Fig. 1: logic cells by family
Bar = 20 um.
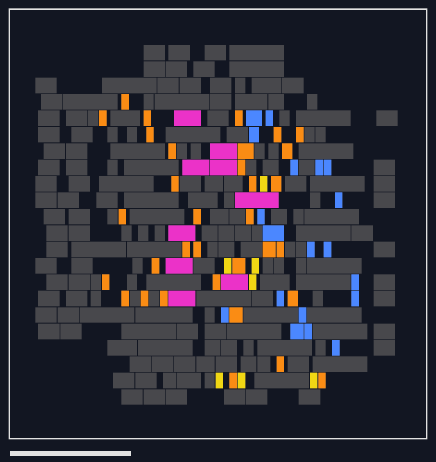
Fig. 2: clock network drawn from the DEF
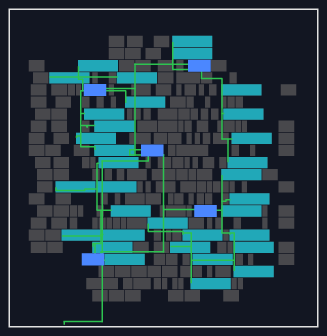
Fig. 3: routing congestion
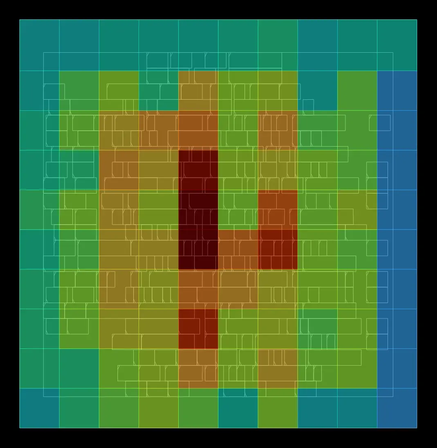
Fig. 4: cells by drive strength
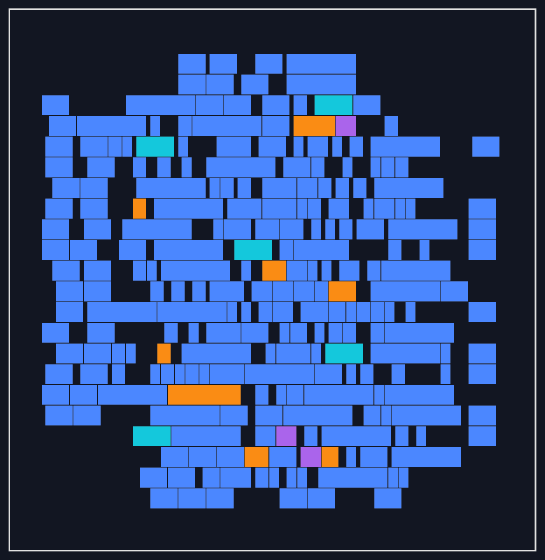
Fig. 5: metal 3
Cells faint in the background.
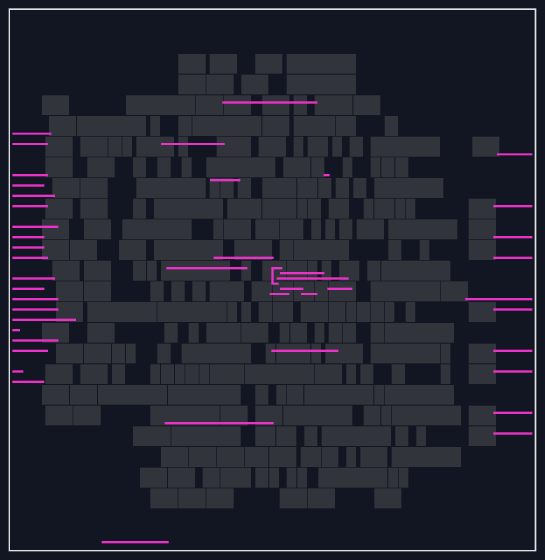
$ cat config.mk
export PLATFORM = sky130hd
export DESIGN_NAME = alu_share_arbiter
export DESIGN_NICKNAME = d
export VERILOG_FILES = /design/src/rtl/alu_share_arbiter.sv
export SDC_FILE = /design/constraint.sdc
export NUM_CORES = 1
export LEC_CHECK = 0
export ABC_AREA = 0
export CORE_AREA = 4 4 65 67
export DETAILED_ROUTE_END_ITERATION = 7
export DIE_AREA = 0 0 69 71
export PLACE_DENSITY = 0.94
export SYNTH_ARGS = -nofsm -noshare
export SYNTH_HDL_FRONTEND = slang
export SYNTH_SLANG_ARGS = --single-unit
$ cat constraint.sdc
create_clock -name clk -period 4.7 [get_ports clk]
set_input_delay 0.705 -clock clk [delete_from_list [all_inputs] [get_ports clk]]
set_output_delay 0.705 -clock clk [all_outputs]
set_load 0.005 [all_outputs]
$ cat src/rtl/alu_share_arbiter.sv
// Two-requester round-robin arbiter sharing one ADD/AND ALU, one transaction in flight.
// Optional per-requester grant counters are enabled by defining ARB_GRANT_CNT_EN.
module alu_share_arbiter #(
   parameter int unsigned WIDTH = 8
) (
   input  logic             clk,
   input  logic             reset,
   input  logic             req0_valid,
   input  logic [WIDTH-1:0] req0_a,
   input  logic [WIDTH-1:0] req0_b,
   input  logic             req0_op,
   output logic             req0_ready,
   input  logic             req1_valid,
   input  logic [WIDTH-1:0] req1_a,
   input  logic [WIDTH-1:0] req1_b,
   input  logic             req1_op,
   output logic             req1_ready,
   output logic             rsp_valid,
   output logic             rsp_id,
   output logic [WIDTH-1:0] rsp_data,
   output logic             rsp_carry,
   input  logic             rsp_ready,
`ifdef ARB_GRANT_CNT_EN
   output logic             busy,
   output logic [7:0]       gnt_cnt0,
   output logic [7:0]       gnt_cnt1
`else
   output logic             busy
`endif
);

   localparam logic [1:0] IDLE = 2'd0;
   localparam logic [1:0] EXEC = 2'd1;
   localparam logic [1:0] RESP = 2'd2;

   logic [1:0]       state_q, state_d;
   logic             last_grant_q, last_grant_d;
   logic [WIDTH-1:0] a_q, a_d;
   logic [WIDTH-1:0] b_q, b_d;
   logic             op_q, op_d;
   logic             id_q, id_d;
   logic             rsp_id_q, rsp_id_d;
   logic [WIDTH-1:0] rsp_data_q, rsp_data_d;
   logic             rsp_carry_q, rsp_carry_d;
   logic             rsp_valid_q, rsp_valid_d;
   logic             busy_q, busy_d;
   logic             grant0, grant1;
   logic [WIDTH:0]   sum_c;

   assign sum_c = {1'b0, a_q} + {1'b0, b_q};

   // Next-state, arbitration and ALU evaluation
   always_comb begin
      state_d      = state_q;
      last_grant_d = last_grant_q;
      a_d          = a_q;
      b_d          = b_q;
      op_d         = op_q;
      id_d         = id_q;
      rsp_id_d     = rsp_id_q;
      rsp_data_d   = rsp_data_q;
      rsp_carry_d  = rsp_carry_q;
      grant0       = 1'b0;
      grant1       = 1'b0;
      case (state_q)
         IDLE: begin
            grant0 = req0_valid & (~req1_valid | last_grant_q);
            grant1 = req1_valid & (~req0_valid | ~last_grant_q);
            if (grant0 | grant1) begin
               state_d      = EXEC;
               last_grant_d = grant1;
               id_d         = grant1;
               a_d          = grant1 ? req1_a  : req0_a;
               b_d          = grant1 ? req1_b  : req0_b;
               op_d         = grant1 ? req1_op : req0_op;
            end
         end
         EXEC: begin
            state_d  = RESP;
            rsp_id_d = id_q;
            if (op_q) begin
               rsp_data_d  = a_q & b_q;
               rsp_carry_d = 1'b0;
            end else begin
               rsp_data_d  = sum_c[WIDTH-1:0];
               rsp_carry_d = sum_c[WIDTH];
            end
         end
         RESP: begin
            if (rsp_ready) state_d = IDLE;
         end
         default: state_d = IDLE;
      endcase
      rsp_valid_d = (state_d == RESP);
      busy_d      = (state_d != IDLE);
   end

   always_ff @(posedge clk or posedge reset) begin
      if (reset) begin
         state_q      <= IDLE;
         last_grant_q <= 1'b1;
         a_q          <= '0;
         b_q          <= '0;
         op_q         <= 1'b0;
         id_q         <= 1'b0;
         rsp_id_q     <= 1'b0;
         rsp_data_q   <= '0;
         rsp_carry_q  <= 1'b0;
         rsp_valid_q  <= 1'b0;
         busy_q       <= 1'b0;
      end else begin
         state_q      <= state_d;
         last_grant_q <= last_grant_d;
         a_q          <= a_d;
         b_q          <= b_d;
         op_q         <= op_d;
         id_q         <= id_d;
         rsp_id_q     <= rsp_id_d;
         rsp_data_q   <= rsp_data_d;
         rsp_carry_q  <= rsp_carry_d;
         rsp_valid_q  <= rsp_valid_d;
         busy_q       <= busy_d;
      end
   end

   // Readies are the combinational grant, forced low while reset is held
   assign req0_ready = grant0 & ~reset;
   assign req1_ready = grant1 & ~reset;
   assign rsp_valid  = rsp_valid_q;
   assign rsp_id     = rsp_id_q;
   assign rsp_data   = rsp_data_q;
   assign rsp_carry  = rsp_carry_q;
   assign busy       = busy_q;

`ifdef ARB_GRANT_CNT_EN
   logic [7:0] gnt_cnt0_q, gnt_cnt1_q;

   // Saturating accepted-transaction counters
   always_ff @(posedge clk or posedge reset) begin
      if (reset) begin
         gnt_cnt0_q <= '0;
         gnt_cnt1_q <= '0;
      end else begin
         if (grant0 && gnt_cnt0_q != 8'hFF) gnt_cnt0_q <= gnt_cnt0_q + 8'd1;
         if (grant1 && gnt_cnt1_q != 8'hFF) gnt_cnt1_q <= gnt_cnt1_q + 8'd1;
      end
   end

   assign gnt_cnt0 = gnt_cnt0_q;
   assign gnt_cnt1 = gnt_cnt1_q;
`endif

endmodule

==> run summary <==
DIE WIDTH: 69 um
die y size: 71 um
placed cell area: 2330 um2
Latency at later pin: 290 ps
YS chip area: 1790 um2
Clock Tree Buf Depth: 2
ys async rst share: 100%
vias in the first global route: 1,436
antenna violations before repair: 0
Leak: 0.00104 uW
clock tree sinks: 33
main area contributors: dfrtp_1, mux2i_1, a21oi_1
hold path start: rsp_id$_DFFE_PP0N_
fin crit share: 66.1%
DP Wirelength: 2800 um
crit path time final: 3110 ps
Cells after Synth: 188
Core Rows: 22
DRT Pass-1 Iters: 4
syn avg cell area: 9.54 um2
Slew Viols, Final: 0
Worst VDD drop: 268 uV
Post-synth regs: 33
hold buffer count at CTS: 0
final hold viol count: 0
EDFF count, synth: 0
wl on met1: 1520 um
post-synth top area cell: dfrtp_1
GR met3 Demand/Resource: 4.69%
cell with the most instances after synthesis: dfrtp_1
Clock Tree Root: clkbuf_8
CP startpoint: req1_valid
# setup viols final: 0
Filler cells: 306
Clock Pin Slew Worst Setup and Hold Paths: 70 ps
RePlAce Congestion: 0.813
grt peak-use layer: met2
final worst slack: 1590 ps
worst hold path class: reg -> reg
Hold Path Cell Cnt: 2
total grt overflow: 0
Seq/Total Area, Yosys: 46.1%
Fin Hold WS: 478 ps
top_reg_cell synth: dfrtp_1
Critical Path End Type: output port
Setup Skew: 5.28 ps
CTS Buf Count: 5
FP Core Util: 49.3%
I/O pin cnt: 53
n_diodes: 0
status: complete, no violations
NumNets Final: 286
clock tree from TritonCTS: yes
vias per cell: 5.16
die area: 4900 um2
Max H-tree Level: 2
CP Max Fanout: 18
TNS Setup: 0 ps
area delta synth->final: 35.0%
crit path DAT: 2400 ps
MaxCap Viol Count: 0
OpenROAD warning count: 26
met2 WL: 1810 um
post-route ant nets: 0
Setup WS pre-CTS: 1580 ps
XOR/XNOR Area Share: 0.977%
Mux area share: 11.7%
initial drt markers: 78
worst setup path end: req1_ready
FMAX: 0.322 GHz
final wirelength: 3660 um
Final Cell Area: 2420 um2
Worst EP required: 3990 ps
synthesized net count: 236
vias post-DR: 1,482
flop2flop setup slack: 2620 ps
ao+oa area frac: 17.0%
Startpoint Class: input port
Yosys Warn Count: 0
hold-critical path endpoint: rsp_id$_DFFE_PP0N_
fa+ha+maj area frac: 6.70%
Tightest Pin Transition: 1100 ps
all-layer global routing usage: 15.9%
multi-input logic area: 886 um2
power per cell area: 661 nW/um2
AND/OR/NAND/NOR Cells, Area Fraction: 12.8%
top cells by count: dfrtp_1, a21oi_1, nor2_1, mux2i_1, nand2_1
DRC: 0
post-CTS sizing: 0
core area: 3630 um2
Max-area cell share: 44.7%
IO Port Bufs: 52
largest net degree at the start of global routing: 38
# Cells Yosys: 188
Slew headroom: 26.8%
FF-to-FF End: rsp_data[6]$_DFFE_PP0N_
RSZ-0062 raised after global routing: no
WS Path Type: in -> out
Max Used Layer: met4
Setup Buffers After CTS: 0
Flop area: 827 um2
first-pass GRT wire length: 6190 um
post-synthesis cell area: 1790 um2
Crit Reg-Reg Startpoint: b_q[0]$_DFFE_PP0P_
Unique cell types: 35
Detail Route met3 WL: 242 um
Synth logic family: AND-OR/OR-AND gates
share of cells above drive strength 1: 6.69%
M2 GR Usage: 26.9%
R2R depth: 8
Notes on Fig. 1 above:
[nor cells] orange | cells: 33 | most used: nor2_1
[inv cells] yellow | cells: 7 | most used: inv_1
[fa/ha/maj cells] magenta | cells: 9 | most used: ha_1 | where: center
[nand cells] blue | cells: 19 | most used: nand2_1

Notes on Fig. 2 above:
[clock drivers] blue | count: 5
[flip-flops] cyan | count: 33
[clock wires] green | length: 384 um
routed clock nets: 6

Notes on Fig. 3 above:
wire per inst: 12.7 um
final design utilization: 66.6%
GRT met1 Usage: 18.3%

Notes on Fig. 4 above:
[_2 cells] orange | cells: 8 | share: 3.3%
[_0 and _1 cells] blue | cells: 223 | share: 93%
[_6 and larger] cyan | cells: 5 | share: 2.1%
[_3 and _4 cells] purple | cells: 3 | share: 1.3%

Notes on Fig. 5 above:
longest straight run: 14.0 um
main direction: horizontal
share of all routed wire: 6.6%
wire length on this layer: 243 um
nets with wire on the layer: 40

## layout by cell type (no fill, tap or decap), types with 2 or more instances in the layout
master	count
clkdlybuf4s50_1	52
dfrtp_1	32
a21oi_1	28
nor2_1	26
mux2i_1	21
nand2_1	15
ha_1	8
inv_1	7
o21ai_0	6
clkbuf_8	5
o21ai_1	4
nor2b_1	3
nor3_1	3
o21a_1	2
o211ai_1	2
a211oi_1	2
clkinv_2	2
buf_4	2
## worst max-delay path: stages
cell and delay (ps):
clkdlybuf4s50_1 500, inv_1 70, a21oi_2 100, buf_4 300, nand2_1 120, nor2_1 100, clkdlybuf4s50_1 500
## where the power goes
group / total (uW) / internal (uW) / switching, uW / leakage, uW
clock network: 204 / 102 / 102 / 0.0000439
logic: 874 / 413 / 461 / 0.000612
registers: 523 / 426 / 96.6 / 0.000386
## sequential cells by signal, indices dropped and copies added (netlist names)
signal and count:
b_q 8, rsp_id 1, rsp_data 8, op_q 1, id_q 1, busy 1
last_grant_q 1, rsp_valid 1, rsp_carry 1, a_q 8, state_q 2
## per-stage QoR
step	total power, uW	std cells
2_1_floorplan	1140	188
3_3_place_gp	1340	279
3_5_place_dp	1390	279
4_1_cts	1600	287
5_1_grt	1750	287
6_report	1600	287
## layout make-up
class	count	area share, %
multi-input combinational	137	36.6
sequential	33	34.2
timing repair buffer	54	22.1
clock buffer	5	2.84
tap	48	2.48
inverter	7	1.09
clock inverter	3	0.724
## logic make-up (layout without fill, tap and decap cells)
logic type	count (synthesis)	count (layout)
compound gates	52	52
flops	33	33
simple gates	53	53
fa+ha+maj	9	9
buf+inv	18	69
xor+xnor	2	2
mux	21	21
Power figures rest on the tool's default switching activity, not on a simulated workload.
